### config.mk
export PLATFORM = sky130hd
export DESIGN_NAME = delay_line_v5
export DESIGN_NICKNAME = d
export VERILOG_FILES = /design/src/rtl/delay_line_pkg.sv /design/src/rtl/delay_stage.sv /design/src/rtl/delay_line_v5.sv
export SDC_FILE = /design/constraint.sdc
export NUM_CORES = 1
export LEC_CHECK = 0
export CAP_MARGIN = 20
export CORE_MARGIN = 5
export CORE_UTILIZATION = 45
export DETAILED_ROUTE_END_ITERATION = 16
export PLACE_DENSITY = 0.75
export SLEW_MARGIN = 20
export SYNTH_ARGS = -nofsm -noshare
export SYNTH_HDL_FRONTEND = slang
export SYNTH_SLANG_ARGS = --single-unit
export TNS_END_PERCENT = 30
### constraint.sdc
create_clock -name clk -period 1.7 [get_ports clk]
set_input_delay 0.255 -clock clk [delete_from_list [all_inputs] [get_ports clk]]
set_output_delay 0.255 -clock clk [all_outputs]
set_load 0.01 [all_outputs]
### src/rtl/delay_line_pkg.sv
// Shared types, defaults and limits for the delay_line_v5 pipeline.
package delay_line_pkg;

    localparam int DEF_REG_WIDTH = 16;
    localparam int DEF_VECTOR    = 4;
    localparam int MAX_DEPTH     = 16;

    typedef logic [DEF_REG_WIDTH-1:0] lane_t;

    typedef struct packed {
        logic                     valid;
        lane_t [DEF_VECTOR-1:0]   a;
        lane_t [DEF_VECTOR-1:0]   b;
    } stage_t;

    function automatic int occ_width(input int depth);
        return $clog2(depth + 1);
    endfunction

endpackage

### src/rtl/delay_stage.sv
// One pipeline slot of delay_line_v5: a valid bit plus the A/B lane pair.
module delay_stage
    import delay_line_pkg::*;
#(
    parameter int REG_WIDTH = DEF_REG_WIDTH,
    parameter int VECTOR    = DEF_VECTOR
) (
    input  logic                              clk,
    input  logic                              rst_n,
    input  logic                              load_i,
    input  logic                              clear_i,
    input  logic [VECTOR-1:0][REG_WIDTH-1:0]  a_i,
    input  logic [VECTOR-1:0][REG_WIDTH-1:0]  b_i,
    output logic                              valid_o,
    output logic [VECTOR-1:0][REG_WIDTH-1:0]  a_o,
    output logic [VECTOR-1:0][REG_WIDTH-1:0]  b_o
);

    logic                             valid_q, valid_d;
    logic [VECTOR-1:0][REG_WIDTH-1:0] a_q, a_d;
    logic [VECTOR-1:0][REG_WIDTH-1:0] b_q, b_d;

    // Clear wins over load so a flush empties the slot even while data shifts in.
    always_comb begin
        valid_d = valid_q;
        a_d     = a_q;
        b_d     = b_q;
        if (load_i) begin
            valid_d = 1'b1;
            a_d     = a_i;
            b_d     = b_i;
        end
        if (clear_i) begin
            valid_d = 1'b0;
        end
    end

    always_ff @(posedge clk or negedge rst_n) begin
        if (!rst_n) begin
            valid_q <= 1'b0;
            a_q     <= '0;
            b_q     <= '0;
        end else begin
            valid_q <= valid_d;
            a_q     <= a_d;
            b_q     <= b_d;
        end
    end

    assign valid_o = valid_q;
    assign a_o     = a_q;
    assign b_o     = b_q;

endmodule

### src/rtl/delay_line_v5.sv
// Paired A/B vector delay line with valid/ready backpressure, bubble collapsing and flush.
// Optional occupancy counter output enabled by DELAY_LINE_OCC_EN.
module delay_line_v5
    import delay_line_pkg::*;
#(
    parameter int REG_WIDTH = DEF_REG_WIDTH,
    parameter int VECTOR    = DEF_VECTOR,
    parameter int DEPTH     = 2
) (
    input  logic                              clk,
    input  logic                              rst_n,
    input  logic                              flush,
    input  logic                              in_valid,
    output logic                              in_ready,
    input  logic [VECTOR-1:0][REG_WIDTH-1:0]  a_in,
    input  logic [VECTOR-1:0][REG_WIDTH-1:0]  b_in,
    output logic                              out_valid,
    input  logic                              out_ready,
    output logic [VECTOR-1:0][REG_WIDTH-1:0]  a_out,
    output logic [VECTOR-1:0][REG_WIDTH-1:0]  b_out
`ifdef DELAY_LINE_OCC_EN
    ,
    output logic [occ_width(DEPTH)-1:0]       occupancy
`endif
);

    logic [DEPTH-1:0]                 valid_w;
    logic [DEPTH-1:0]                 adv;
    logic [DEPTH-1:0]                 load;
    logic [DEPTH-1:0]                 clear;
    logic [VECTOR-1:0][REG_WIDTH-1:0] a_w   [DEPTH];
    logic [VECTOR-1:0][REG_WIDTH-1:0] b_w   [DEPTH];
    logic [VECTOR-1:0][REG_WIDTH-1:0] a_src [DEPTH];
    logic [VECTOR-1:0][REG_WIDTH-1:0] b_src [DEPTH];
    logic                             room;
    logic                             accept;
    logic                             pop;

    // A stage may move iff the head is being popped or any later stage is empty;
    // scanning from the head keeps the chain free of combinational feedback.
    always_comb begin
        room = out_ready;
        adv  = '0;
        for (int i = DEPTH - 1; i >= 0; i--) begin
            adv[i] = valid_w[i] & room;
            room   = room | ~valid_w[i];
        end
        in_ready = ~flush & room;
    end

    assign accept = in_valid & in_ready;
    assign pop    = adv[DEPTH-1];

    always_comb begin
        load     = '0;
        a_src[0] = a_in;
        b_src[0] = b_in;
        load[0]  = accept;
        for (int i = 1; i < DEPTH; i++) begin
            load[i]  = adv[i-1];
            a_src[i] = a_w[i-1];
            b_src[i] = b_w[i-1];
        end
        clear = {DEPTH{flush}} | (adv & ~load);
    end

    for (genvar g = 0; g < DEPTH; g++) begin : g_stage
        delay_stage #(
            .REG_WIDTH (REG_WIDTH),
            .VECTOR    (VECTOR)
        ) u_stage (
            .clk     (clk),
            .rst_n   (rst_n),
            .load_i  (load[g]),
            .clear_i (clear[g]),
            .a_i     (a_src[g]),
            .b_i     (b_src[g]),
            .valid_o (valid_w[g]),
            .a_o     (a_w[g]),
            .b_o     (b_w[g])
        );
    end

    assign out_valid = valid_w[DEPTH-1];
    assign a_out     = a_w[DEPTH-1];
    assign b_out     = b_w[DEPTH-1];

`ifdef DELAY_LINE_OCC_EN
    localparam int OCC_W = occ_width(DEPTH);

    logic [OCC_W-1:0] occ_q, occ_d;

    always_comb begin
        occ_d = occ_q;
        if (flush) begin
            occ_d = '0;
        end else if (accept && !pop) begin
            occ_d = occ_q + OCC_W'(1);
        end else if (pop && !accept) begin
            occ_d = occ_q - OCC_W'(1);
        end
    end

    always_ff @(posedge clk or negedge rst_n) begin
        if (!rst_n) begin
            occ_q <= '0;
        end else begin
            occ_q <= occ_d;
        end
    end

    assign occupancy = occ_q;
`endif

endmodule
==> flow_summary.yaml, run 1 <==
# synthesis and place-and-route metrics
outcome:
  status: "complete, but fails checks"
  violations: "setup timing"
critical_path:
  endpoint_kind: "flop"
  crit_slowest_cell: "dfrtp_1"
  crit_start: "g_stage[1].u_stage.valid_o$_DFFE_PN0P_"
  crit_end: "g_stage[0].u_stage.b_o[3]$_DFFE_PN0P_"
cts:
  numCtsBuffers: 27
  cts-htree-levels: 1
  clock_latency_ns: 0.51
final_layout:
  sh_seq_area_pct: 45.01
  antenna_cells: 0
  final_core_util_pct: 65.32
  nets: 993
global_route:
  grt_max_degree: 64
  gr-usage-met2_pct: 29.41
  grt-ovfl-total: 0
  antenna_found_initial: 0
yosys:
  yosysTopAreaCell: "dfrtp_1"
  ys_cells: 551
  synth_flops: 258
  flop_cell: "dfrtp_1"
  topCellsByArea: "dfrtp_1, mux2_2, mux2_4, mux2_1, buf_12"
detailed_routing:
  antenna_left: 0
  dr_wl_met3_um: 1471
  routed-wl-met2_um: 11560
sta:
  setup_viol: 119
  max_slew_margin_pct: 64.83
  fin_ws_ns: -0.04807
power:
  clk-power_mw: 5.49
floorplanning:
  die_w_um: 159.8
  io_pins: 263
place:
  dpl.hpwl_um: 16090
hold_path:
  hold_path.class: "in2async"
==> run 1: repair_timing <==
action | 4_1_cts | 5_1_grt
resized | 69 | 76
buffers inserted | 0 | 3
setup endpoints to repair | 113 | 167
hold buffers | 1 | 0
endpoints found under the hold margin | 52 | 0
pin swaps | 0 | 1
cloned | 2 | 5
==> run 1: kinds of logic (layout without fill, tap and decap cells) <==
kind of cell / after synthesis / after routing / share of synthesized area, %
flops: 258 / 258 / 63.92
mux: 256 / 256 / 32.26
compound gates: 1 / 1 / 0.04951
simple gates: 7 / 7 / 0.5203
buf+inv: 29 / 355 / 3.246
==> run 1: flip-flops by register name, indices dropped and copies added, names as in the netlist <==
name / cells
g_stage.u_stage.b_o: 128
g_stage.u_stage.a_o: 128
g_stage.u_stage.valid_o: 2
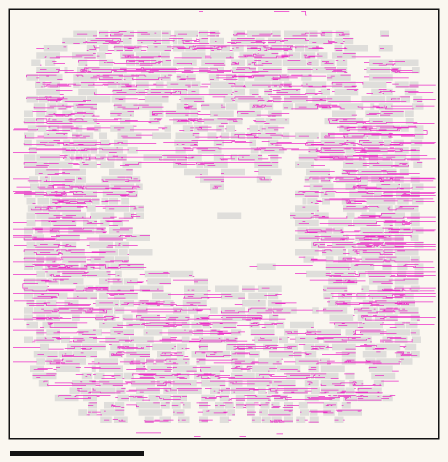
(run_1/m1.png)
Scale bar: 50 um. Cells faint in the background.
main direction	horizontal
longest straight run	49.7 um
nets with wire on the layer	896
wire length on this layer	9,940 um

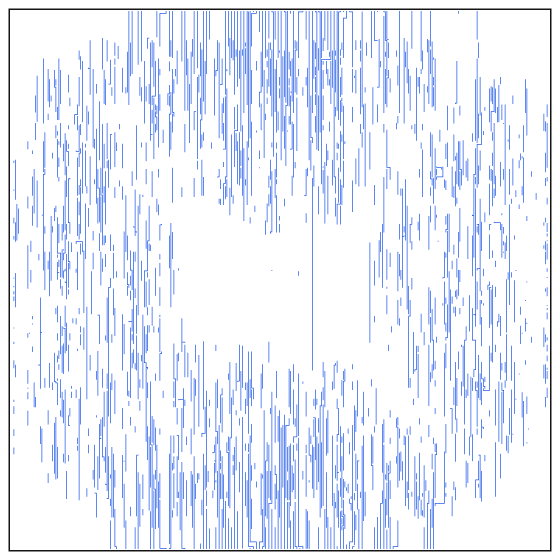
(run_1/m2.png)
longest straight run	56.8 um
main direction	vertical
wire length on this layer	11,600 um
nets with wire on the layer	957

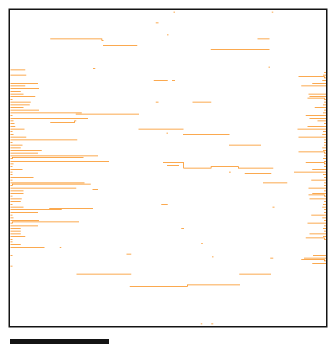
(run_1/m3.png)
Scale bar: 50 um.
main direction	horizontal
nets with wire on the layer	142

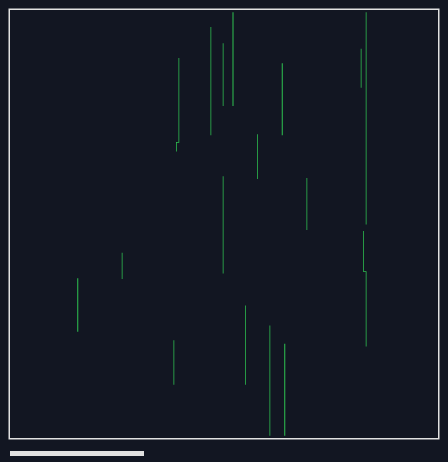
(run_1/m4.png)
Scale bar: 50 um.
main direction	vertical
share of all routed wire	2.2%
longest straight run	78.9 um
nets with wire on the layer	9

==> run_1/clock_nets.png <==
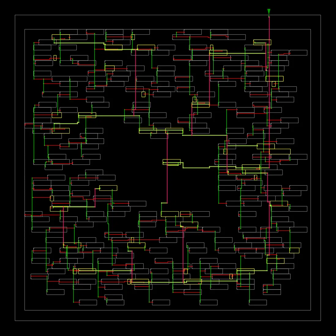

==> run 2, diff against run 1 <==
--- a/config.mk
+++ b/config.mk
@@ -10,6 +10,7 @@
 export CORE_UTILIZATION = 45
 export DETAILED_ROUTE_END_ITERATION = 16
 export PLACE_DENSITY = 0.75
+export SKIP_CTS_REPAIR_TIMING = 1
 export SLEW_MARGIN = 20
 export SYNTH_ARGS = -nofsm -noshare
 export SYNTH_HDL_FRONTEND = slang
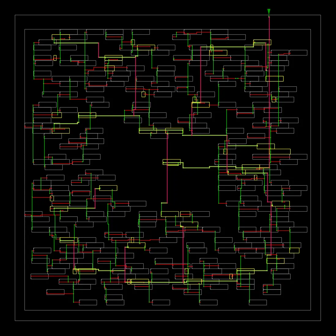
(run_2/clock_nets.png)
TritonCTS Buffers: 27
clk_buf instances: 37
Clock Skew: 0.008595 ns

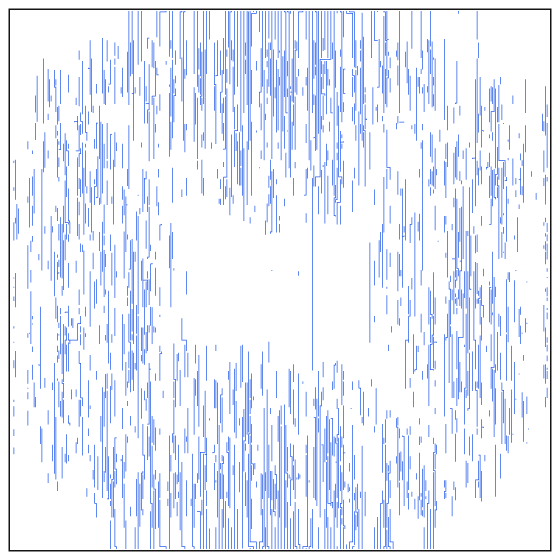
(run_2/m2.png)
wire length on this layer	11,900 um
main direction	vertical
nets with wire on the layer	957

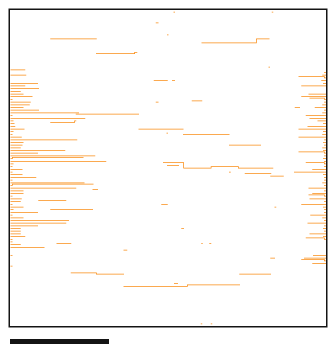
(run_2/m3.png)
Scale bar: 50 um.
wire length on this layer	1,500 um
main direction	horizontal
longest straight run	48.1 um

==> run 2 against run 1 <==
  * The run still ends with setup timing left
  * Final cell count about the same
  * Die size stayed put
  * Routed wire length rose by 1.4%
  * Clock skew increased by 0.00062 ns
  * Worst setup slack lost 0.0021 ns
  * Critical endpoint is now g_stage[0].u_stage.b_o[2]$_DFFE_PN0P_
==> flow_summary.yaml, run 2 <==
# synthesis and place-and-route metrics
floorplanning:
  io_pins: 263
  die_w_um: 159.8
final_layout:
  nets: 994
  antenna_cells: 0
sta:
  setup_viol: 71
  fin_ws_ns: -0.05014
power:
  clk-power_mw: 5.49
yosys:
  ys_sh_adder_pct: 0
  synthMuxAreaShare_pct: 32.26
  logic_family: "multiplexers"
  yosys.area_share.simple_pct: 0.5203
  yosysTopAreaCell: "dfrtp_1"
  ys_sh_xor_pct: 0
hold_path:
  hold_path.class: "in2async"
outcome:
  status: "complete, but fails checks"
  violations: "setup timing"
detailed_routing:
  antenna_left: 0
  dr_wl_met3_um: 1499
  routed-wl-met2_um: 11920
cts:
  cts-htree-levels: 1
  clock_latency_ns: 0.51
global_route:
  antenna_found_initial: 0
  grt_max_degree: 64
critical_path:
  crit_slowest_cell: "dfrtp_1"
  crit_end: "g_stage[0].u_stage.b_o[2]$_DFFE_PN0P_"
==> run 2: stage by stage <==
| step | power, mW | util (%) |
|---|---|---|
| floorplan | 10.13 | - |
| global route | 19.01 | 66.59 |
| global placement | 12.65 | 59.99 |
| CTS | 18.41 | 63.74 |
| finish | 18.18 | 66.59 |
| detailed placement | 12.84 | 59.99 |
==> run 2: layout make-up <==
type | count | area (um2)
Fill cell | 1446 | 7337
Sequential cell | 258 | 6456
Timing Repair Buffer | 309 | 3567
Multi-Input combinational cell | 264 | 3421
Clock buffer | 37 | 753.2
Tap cell | 280 | 350.3
Clock inverter | 9 | 70.07
Inverter | 1 | 3.754
==> run 2: cell families (layout without fill, tap and decap cells) <==
kind of cell,after synthesis,count (layout)
buffers and inverters,29,356
muxes,256,256
AOI/OAI and AO/OA,1,1
DFF,258,258
and+or+nand+nor,7,7
==> run 3, diff against run 2 <==
==> constraint.sdc (replaced) <==
create_clock -name clk -period 1.8 [get_ports clk]
set_input_delay 0.27 -clock clk [delete_from_list [all_inputs] [get_ports clk]]
set_output_delay 0.27 -clock clk [all_outputs]
set_load 0.01 [all_outputs]
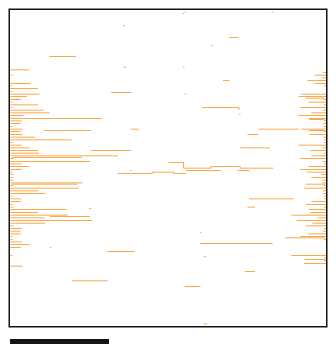
(run_3/m3.png)
Scale bar: 50 um.
share of all routed wire	7.1%
nets with wire on the layer	142
main direction	horizontal

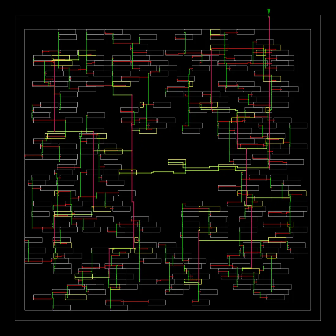
(run_3/clock_nets.png)
clock distribution power: 5.57 mW
Clock Sinks: 258
Clock Skew: 0.009438 ns

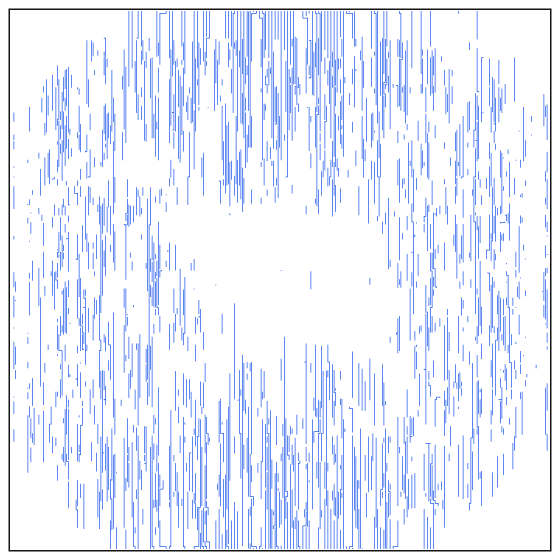
(run_3/m2.png)
share of all routed wire	50%
wire length on this layer	11,200 um
longest straight run	62.7 um
main direction	vertical

==> run 3 against run 2 <==
  * The flow now finishes without violations
  * First-iteration DRC count is 3.9% higher
  * Total power is 3.4% lower
  * Routed wire length is 5.6% lower
  * Combinational power is 5.5% lower
  * Clock skew is 0.00084 ns higher
  * Sequential share of layout area is 1.7 points higher
  * Die size stayed put
  * Clock power is 1% higher
  * Global-route usage is 0.26 points higher
  * Utilization is 2.5 points lower
  * Critical path type is now reg2out
  * Largest cell class unchanged
==> flow_summary.yaml, run 3 <==
# synthesis and place-and-route metrics
floorplanning:
  taps: 280
  die_w_um: 159.8
detailed_routing:
  dr_wl_met3_um: 1591
  antenna_left: 0
outcome:
  status: "finished clean"
cts:
  cts-htree-levels: 1
  clock_latency_ns: 0.51
  numCtsBuffers: 27
final_layout:
  nets: 984
  nonClockInverterCount: 1
  n_clock_buffer: 35
  antenna_cells: 0
  mi_logic_area_um2: 3323
  dominant_cells: "flip-flops and latches"
  sh_seq_area_pct: 45.87
  n_all_buffers: 299
  comb_area_share_pct: 23.61
yosys:
  yosys.area_share.simple_pct: 0.5203
  ys_sh_adder_pct: 0
  logic_family: "multiplexers"
  synthMuxAreaShare_pct: 32.26
critical_path:
  crit_end: "a_out[26]"
  crit_slowest_cell: "clkdlybuf4s50_1"
global_route:
  grt_max_degree: 51
sta:
  fin_ws_ns: 0.07520
[run 3: cell counts after synthesis]
Identical to the previous run, type by type.
[run 3: power groups by stage]
stage / clock, mW / combinational (mW) / sequential (mW)
3_3_place_gp: 0 / 4.20 / 7.74
3_5_place_dp: 0 / 4.31 / 7.81
5_1_grt: 5.94 / 4.54 / 7.88
6_report: 5.57 / 4.26 / 7.73
2_1_floorplan: 0 / 1.54 / 8.03
4_1_cts: 5.69 / 4.34 / 7.74
[run 3: stage by stage]
stage	hold slack, ns	instances	total power [mW]
6_report	0.2419	1148	17.55
5_1_grt	0.2674	1148	18.35
4_1_cts	-0.3510	1147	17.77
3_5_place_dp	0.2004	1101	12.13
3_3_place_gp	0.1946	1101	11.94
2_1_floorplan	-0.02559	551	9.570
Power and IR drop assume default switching activity.
